[src/rtl/pc_branch_ctrl.sv]
// rtl/pc_branch_ctrl.sv - program counter with branch resolution and flush window
//
// Purpose: advances the PC on fetch enable. It resolves JMP/BZ/BNZ requests against
// the registered zero flag. On a taken branch it redirects the PC and holds a flush
// window, so the fetch path can discard wrong-path instructions.
//
// Optional feature macro: PC_BRANCH_STATS_EN (adds the taken_cnt output).
//
// Ports:
//   clk        in   clock; every state update happens on the rising edge
//   clear      in   synchronous active-high reset; has priority over all other inputs
//   en         in   advance enable from fetch; low holds the PC while running
//   z_flag     in   registered zero flag; its pre-edge value is used
//   br_valid   in   branch request valid this cycle
//   br_type    in   00 JMP, 01 BZ, 10 BNZ, 11 reserved (never taken)
//   br_target  in   branch destination, PC_W bits, used unmodified
//   pc         out  current program counter (registered)
//   flush      out  discard in-flight fetch (registered)
//   busy       out  high while in the FLUSH state
//   taken_cnt  out  saturating count of taken branches (PC_BRANCH_STATS_EN only)

module pc_branch_ctrl #(
    parameter int              PC_W      = 8,
    parameter logic [PC_W-1:0] RESET_PC  = '0,
    parameter int              FLUSH_CYC = 1
) (
    input  logic            clk,
    input  logic            clear,
    input  logic            en,
    input  logic            z_flag,
    input  logic            br_valid,
    input  logic [1:0]      br_type,
    input  logic [PC_W-1:0] br_target,
    output logic [PC_W-1:0] pc,
    output logic            flush,
`ifdef PC_BRANCH_STATS_EN
    output logic            busy,
    output logic [7:0]      taken_cnt
`else
    output logic            busy
`endif
);

    typedef enum logic {
        ST_RUN   = 1'b0,
        ST_FLUSH = 1'b1
    } state_t;

    // The counter is loaded with FLUSH_CYC-1 because the cycle that sees
    // the counter at zero is itself the last flush cycle.
    localparam logic [3:0] FLUSH_INIT = 4'(FLUSH_CYC - 1);
    localparam logic [PC_W-1:0] PC_ONE = {{(PC_W-1){1'b0}}, 1'b1};

    state_t          state_q, state_d;
    logic [PC_W-1:0] pc_q, pc_d;
    logic            flush_q, flush_d;
    logic [3:0]      cnt_q, cnt_d;
    logic            cond_met;
    logic            taken;

    always_comb begin
        cond_met = 1'b0;
        case (br_type)
            2'b00:   cond_met = 1'b1;
            2'b01:   cond_met = z_flag;
            2'b10:   cond_met = ~z_flag;
            default: cond_met = 1'b0;
        endcase
    end

    // A request can only be taken while running and advancing.
    // Requests that arrive during FLUSH are dropped, not queued.
    assign taken = (state_q == ST_RUN) && en && br_valid && cond_met;

    always_comb begin
        state_d = state_q;
        pc_d    = pc_q;
        flush_d = flush_q;
        cnt_d   = cnt_q;
        case (state_q)
            ST_RUN: begin
                flush_d = 1'b0;
                if (en) begin
                    if (taken) begin
                        pc_d    = br_target;
                        flush_d = 1'b1;
                        cnt_d   = FLUSH_INIT;
                        state_d = ST_FLUSH;
                    end else begin
                        pc_d = pc_q + PC_ONE;
                    end
                end
            end
            ST_FLUSH: begin
                flush_d = 1'b1;
                if (cnt_q == 4'd0) begin
                    state_d = ST_RUN;
                    flush_d = 1'b0;
                end else begin
                    cnt_d = cnt_q - 4'd1;
                end
            end
            default: begin
                state_d = ST_RUN;
                flush_d = 1'b0;
            end
        endcase
    end

    always_ff @(posedge clk) begin
        if (clear) begin
            state_q <= ST_RUN;
            pc_q    <= RESET_PC;
            flush_q <= 1'b0;
            cnt_q   <= 4'd0;
        end else begin
            state_q <= state_d;
            pc_q    <= pc_d;
            flush_q <= flush_d;
            cnt_q   <= cnt_d;
        end
    end

    assign pc    = pc_q;
    assign flush = flush_q;
    assign busy  = (state_q == ST_FLUSH);

`ifdef PC_BRANCH_STATS_EN
    logic [7:0] taken_cnt_q, taken_cnt_d;

    always_comb begin
        taken_cnt_d = taken_cnt_q;
        if (taken && (taken_cnt_q != 8'hFF)) begin
            taken_cnt_d = taken_cnt_q + 8'd1;
        end
    end

    always_ff @(posedge clk) begin
        if (clear) begin
            taken_cnt_q <= 8'd0;
        end else begin
            taken_cnt_q <= taken_cnt_d;
        end
    end

    assign taken_cnt = taken_cnt_q;
`endif

endmodule
[config.mk]
export PLATFORM = sky130hd
export DESIGN_NAME = pc_branch_ctrl
export DESIGN_NICKNAME = d
export VERILOG_FILES = /design/src/rtl/pc_branch_ctrl.sv
export SDC_FILE = /design/constraint.sdc
export NUM_CORES = 1
export LEC_CHECK = 0
export ABC_AREA = 1
export CAP_MARGIN = 20
export CORE_MARGIN = 1.5
export CORE_UTILIZATION = 48
export DETAILED_ROUTE_END_ITERATION = 8
export MAX_ROUTING_LAYER = met4
export PLACE_DENSITY = 0.83
export SKIP_LAST_GASP = 1
export SLEW_MARGIN = 20
export SYNTH_ARGS = -nofsm -noshare
export SYNTH_HDL_FRONTEND = slang
export SYNTH_SLANG_ARGS = --single-unit
export TNS_END_PERCENT = 5
[constraint.sdc]
create_clock -name clk -period 2.4 [get_ports clk]
set_input_delay 0.6 -clock clk [delete_from_list [all_inputs] [get_ports clk]]
set_output_delay 0.6 -clock clk [all_outputs]
set_load 0.1 [all_outputs]
==> PnR_summary.wiki, run 1 <==
== Run summary ==
{| class="wikitable"
! Metric !! Value
|-
| Status || finished clean
|-
| LEAKAGE || between 0.4 and 0.5 nW
|-
| RSZ-0062 raised after global routing || no
|-
| Commonest cells in the netlist || nand2_1 (26), inv_1 (18), a21oi_1 (14), dfxtp_1 (13), nor2_1 (11)
|-
| Syn nets || approximately 140
|-
| Mean routed wirelength per cell || between 10 and 15 µm
|-
| Core utilization at floorplan || a little over half
|-
| Synth area leader || dfxtp_1
|-
| Final hold slack || between 400 and 500 ps
|-
| IO Port Bufs || 24
|-
| Layout overhead on the synthesized area || 29.1%
|-
| Mapped Cells || ~120
|-
| Place WS || between 300 and 400 ps
|-
| Final ANT Viol Nets || 0
|-
| GRT Total Usage || 21.6%
|-
| Power per standard cell area || approximately 550 nW/µm²
|-
| Async SR Flop Fraction || 0%
|-
| Highest metal layer with signal wires || met4
|-
| Number of ports placed on the die boundary || 25
|-
| Final cycle utilization of the critical path || 74.4%
|-
| Unique cell type count in the Yosys netlist || 24
|-
| Critical Path Start Type || input pin
|-
| Antenna cells || 0
|-
| Area of the core region || 1540 µm²
|-
| Number of buffers inserted during clock tree synthesis || 3
|-
| Register area share after synthesis || 32.4%
|-
| Transition time at the pin with the least slew margin || 433 ps
|-
| Setup TNS Final || 0 ps
|-
| First DRT Iteration DRCs || 33
|-
| Number of vias in the routed layout || 824
|-
| Routed length on met3 || 91 µm
|-
| Start point of the critical path || en
|-
| Final clock skew || 2.47 ps
|-
| Weighted congestion at the end of routability-driven global placement || 0.857
|-
| Post-synthesis chip area from yosys || ~800 µm²
|-
| Vias in the first global route || 740
|-
| Total overflow reported by the global router || 0
|-
| Signal arrival time at the worst endpoint || 2010 ps
|-
| Avg Inst Size Synth || 6.58 µm²
|-
| Total setup buffers inserted after CTS || 0
|-
| Die Span X || roughly 44 µm
|-
| Final Hold Violating Endpoints || 0
|-
| Sum of routed wire length over all layers || about 1800 µm
|-
| Stage-log warning count || 26
|-
| Clock tree from TritonCTS || built
|-
| Clock input transition at the sequential cells of the worst setup and hold paths || 80 ps
|-
| Antenna violations before repair || 0
|-
| Critical Path Fanout Max || 12
|-
| Num Clock Sinks || 13
|-
| Wire length on met1 || 785 µm
|-
| Capturing element type of the critical path || register
|-
| Final number of setup-violating endpoints || 0
|-
| Number of DRC violations after detailed routing || 0
|-
| Resized cells post-CTS || 0
|-
| Cell at the root of the clock tree || clkbuf_4
|-
| Flops after synth || 13
|-
| Most numerous cell in the Yosys netlist || nand2_1
|-
| Share of cells above drive strength 1 || 17.8%
|-
| Via density || ~5.1
|-
| Wire length of the first global-routing pass || 2960 µm
|-
| Fillers || 144
|-
| Tally of max-capacitance violations || 0
|-
| Die outline area || 1930 µm²
|-
| Post-synth EDFFs || 0
|-
| Nets@finish || approximately 160
|-
| Post-Syn Area || 803 µm²
|-
| Warnings from Yosys || 0
|-
| VDD IR-drop max || 0.291 mV
|-
| Max Clock Freq || 0.560 GHz
|-
| Minimum setup slack in the final design || 615 ps
|-
| Die boundary height || 43.9 µm
|-
| Number of standard cells reported by yosys || 122
|-
| Data required time at the worst endpoint || 2620 ps
|-
| Max Transition Viols Final || 0
|-
| Max Root-Sink Buffers || 2
|-
| HPWL after detailed placement || approximately 1400 µm
|-
| Primary flip-flop cell chosen by synthesis mapping || dfxtp_1
|-
| Slew Limit Headroom || 71.0%
|-
| Kind of critical path || in -> reg
|-
| Maximum number of pins on one net before global-route repair || 14
|-
| Top-area cell share || roughly a third
|-
| Clk ins delay skew pair || 280 ps
|-
| Drt first pass iters || 4
|-
| Core Rows || 14
|}
[run 1: area by class of cell]
type	instances	area [µm²]	share of cell area, %
multi-input combinational	85	440	42.5
sequential	13	260	25.1
timing repair buffer	24	215	20.7
inverter	20	75.1	7.24
clock buffer	4	26.3	2.53
tap	16	20.0	1.93
[run 1: cell families (layout without fill, tap and decap cells)]
group                      Yosys count  count (layout)  synth area share, %
and+or+nand+nor                     57              57                 33.0
AOI/OAI and AO/OA                   26              26                 18.7
buffers and inverters               24              48                 12.8
DFF                                 13              13                 32.4
adders and majority gates            2               2                 3.11
[run 1: cell usage in the layout (no fill, tap or decap), types with 2 or more instances in the layout]
cell | Yosys | final
inv_1 | 18 | 18
o21ai_1 | 2 | 2
dfxtp_1 | 13 | 13
ha_1 | 2 | 2
nor2_1 | 11 | 11
o211ai_1 | 2 | 2
nor2_4 | 2 | 2
a21oi_1 | 14 | 14
o21ai_0 | 4 | 4
clkdlybuf4s50_1 | 0 | 14
inv_2 | 2 | 2
nand2_2 | 5 | 5
nor2_2 | 2 | 2
nand2_1 | 26 | 26
clkbuf_4 | 0 | 3
nand3_1 | 9 | 9
buf_4 | 1 | 10
[run 1: final timing paths]
kind                                  to  slack (ps)  cells past startpoint
worst max-delay path               pc[4]         620                      7
worst min register to register  cnt_q[0]         480                      1
worst max register to register     pc[4]        1030                      7
worst min-delay path            cnt_q[0]         480                      1
[run 1: registers in the layout (all words and copies together) (netlist names)]
register / cells
cnt_q: 4
flush: 1
pc: 8
[run 1: layer usage]
layer  global-route usage [%]  up-vias
li1                         -      435
met1                     24.1      361
met2                     35.0       26
met3                     5.83        2
met4                     10.9        0
met5                        -        -
[run 1: through the flow]
step | power (mW) | cells | utilization [%] | instance area, µm²
detailed placement | 0.430 | 158 | 65.6 | 1010
global route | 0.592 | 162 | 67.3 | 1040
global placement | 0.426 | 158 | 65.6 | 1010
floorplan | 0.381 | 122 | - | 803
finish | 0.567 | 162 | 67.3 | 1040
CTS | 0.571 | 162 | 67.3 | 1040
[run 1: worst max-delay path, stage by stage]
cell	delay [ps]
clkdlybuf4s50_1	490
nand2_1	280
inv_1	220
nand2_1	60
o21ai_0	160
nand2_1	80
nor2_1	110
[run 1: power breakdown]
| group | switching (mW) | internal (mW) |
|---|---|---|
| clock network | 0.0775 | 0.0646 |
| logic | 0.125 | 0.0575 |
| registers | 0.0140 | 0.228 |
run_1/sizing.png
The bar under the picture is 10 µm long.
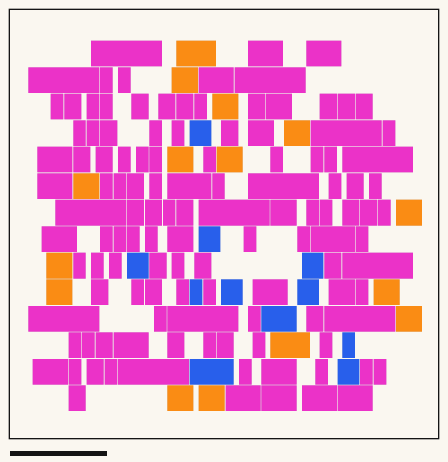
Key: x2 = blue [cells 11, share 7.5%]; x1 and smaller = magenta [cells 120, share 82%]; x3 and x4 = orange [cells 15, share 10%]

run_1/gates.png
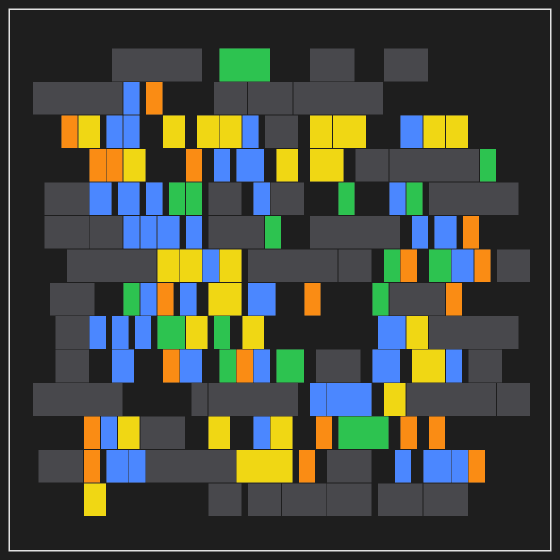
Key: nand cells = blue [cells 41]; aoi and oai cells = yellow [cells 25]; nor cells = green [cells 16]; inv cells = orange [cells 20]

run_1/clock_wires.png
The bar under the picture is 10 µm long.
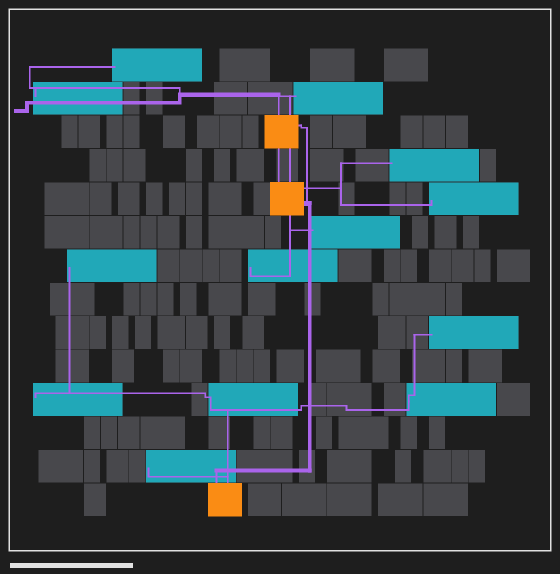
Key: clock-net drivers = orange [count 3]; flip-flops = cyan [count 13]; clock wires = purple [length 209 µm]
There are 4 routed clock nets.

run_1/clock_nets.png
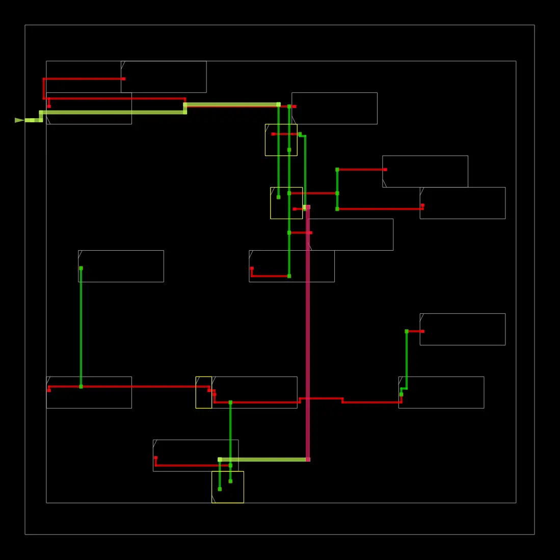

==> run 2: changes to the inputs <==
Settings changed: CORE_UTILIZATION 48 to 45, PLACE_DENSITY 0.83 to 0.79.
Clock period 2.4 ns to 1.7 ns, I/O delays scaled along.
run_2/clock_nets.png
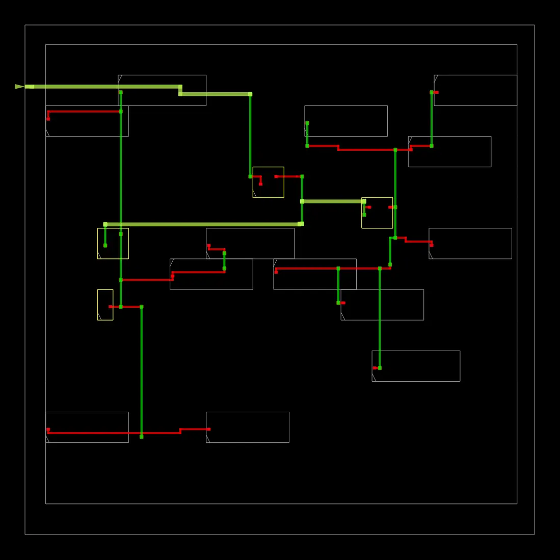
clock group total power: 0.198 mW
flip-flop and latch count: 13
final clock skew: 4.32 ps

==> run 2 against run 1 <==
Net effect:
- wire length increased by 3.8%
- setup slack got worse by 440 ps
- first-iteration DRC count decreased by 73%
- combinational power rose by 63%
- core utilization grew 3.0 points
- synthesized cell count unchanged
- largest power group unchanged
- flip-flop count is the same
- sequential power rose by 45%
- critical path depth up 1
==> PnR_summary.wiki, run 2 <==
== Run summary ==
{| class="wikitable"
! Metric !! Value
|-
| Signal arrival time at the worst endpoint || 1700 ps
|-
| Share of cells above drive strength 1 || between 20% and 30%
|-
| Post-synthesis chip area from yosys || around 800 µm²
|-
| Register area share after synthesis || 32.4%
|-
| Number of instances in the placed design || roughly 170
|-
| Part of the total power dissipated in the clock network || 23.3%
|-
| Clock input transition at the sequential cells of the worst setup and hold paths || 80 ps
|-
| Die Span X || between 40 and 50 µm
|-
| Total setup buffers inserted after CTS || 0
|-
| Top logic cell by instance count in the layout || nand2_1
|-
| Number of buffers inserted during clock tree synthesis || 3
|-
| First DRT Iteration DRCs || 9
|-
| Data required time at the worst endpoint || 1880 ps
|-
| Final Hold Violating Endpoints || 0
|-
| IO Port Bufs || 24
|-
| Status || finished clean
|-
| Sequential share of power || 41.4%
|-
| Max Clock Freq || about 0.66 GHz
|-
| Mean routed wirelength per cell || 10.9 µm
|-
| Clk ins delay skew pair || 280 ps
|-
| Minimum setup slack in the final design || 178 ps
|-
| Fillers || 134
|-
| Weighted congestion at the end of routability-driven global placement || between 0.8 and 0.9
|-
| Footprint of the flip-flops and latches || 264 µm²
|-
| HPWL after detailed placement || 1530 µm
|-
| Flip-flop count of the largest register after layout || 8
|-
| Number of DRC violations after detailed routing || 0
|-
| Wire length of the first global-routing pass || 3070 µm
|-
| Slew Limit Headroom || 80.3%
|-
| Portion of total power attributed to combinational logic || 35.3%
|-
| Kind of critical path || in -> reg
|-
| Cell at the root of the clock tree || clkbuf_4
|-
| Antenna cells || 0
|-
| Final ANT Viol Nets || 0
|-
| Drt first pass iters || 4
|-
| Core utilization at floorplan || 47.0%
|-
| LEAKAGE || 0.512 nW
|-
| Flops after synth || 13
|-
| Avg Inst Size Synth || ~6.6 µm²
|-
| Commonest cells in the netlist || nand2_1 (26), inv_1 (18), a21oi_1 (14), dfxtp_1 (13), nor2_1 (11)
|-
| Tally of max-capacitance violations || 0
|-
| Warnings from Yosys || 0
|-
| Sum of routed wire length over all layers || 1890 µm
|}
run_2/ff_map.png
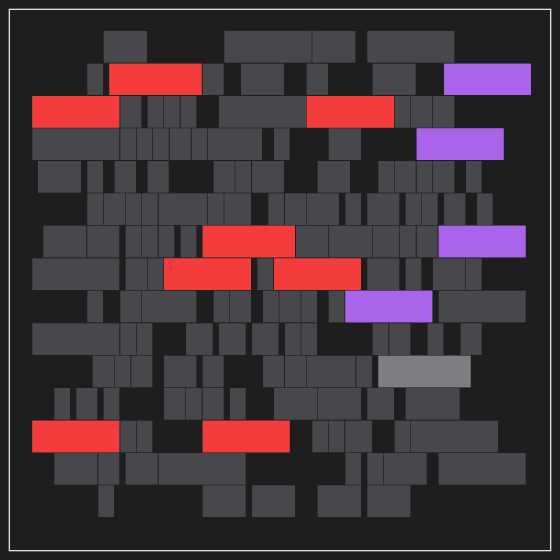
Key: pc = red [sequential cells 8]; cnt_q = purple [sequential cells 4]
Another 1 sequential cells are not coloured.

[run 2: cell counts after synthesis]
No cell type changed its count.
[run 2: cells by family (layout without fill, tap and decap cells)]
group / count (synthesis) / count (layout) / synth area share, %
adders and majority gates: 2 / 2 / 3.11
buffers and inverters: 24 / 51 / 12.8
DFF: 13 / 13 / 32.4
and+or+nand+nor: 57 / 57 / 33.0
AOI/OAI and AO/OA: 26 / 26 / 18.7
[run 2: power by group through the flow]
stage / Clock [mW] / Combinational (mW) / Sequential, mW
finish: 0.198 / 0.299 / 0.351
global route: 0.214 / 0.319 / 0.354
CTS: 0.203 / 0.301 / 0.352
detailed placement: 0 / 0.300 / 0.359
global placement: 0 / 0.294 / 0.357
floorplan: 0 / 0.0975 / 0.442
[run 2: final timing paths]
kind                            slack [ps]       end  cells after the start
worst max-delay path                   180     pc[0]                      8
worst min-delay path                   480  cnt_q[0]                      1
worst max register to register         400  cnt_q[1]                      7
worst min register to register         480  cnt_q[0]                      1
[run 2: critical path: stages]
cell and delay [ps]:
clkdlybuf4s50_1 500, inv_1 50, nand2_1 60, nand2_2 70
nor2_4 250, o21ai_0 160, o21ai_1 150, inv_1 50
[run 2: area by class of cell]
class / instances / share of cell area (%)
Multi-Input combinational cell: 85 / 36.7
Timing Repair Buffer: 27 / 30.2
Sequential cell: 13 / 22.0
Inverter: 20 / 6.26
Tap cell: 25 / 2.61
Clock buffer: 4 / 2.19
[run 2: layer usage]
metal / global-route usage, % / share of wire, % / vias to the layer above
met4: 5.29 / 0 / 0
met1: 21.5 / 41 / 382
met3: 7.60 / 4.3 / 0
li1: - / - / 444
met5: - / 0 / -
met2: 39.7 / 54 / 21
[run 2: stage by stage]
stage	utilization, %	cell area (µm²)
6_report	70.3	1200
3_5_place_dp	68.7	1170
2_1_floorplan	-	807
3_3_place_gp	68.7	1170
4_1_cts	70.3	1200
5_1_grt	70.3	1200
No activity file was given, so power comes from the tool's default toggle rates.
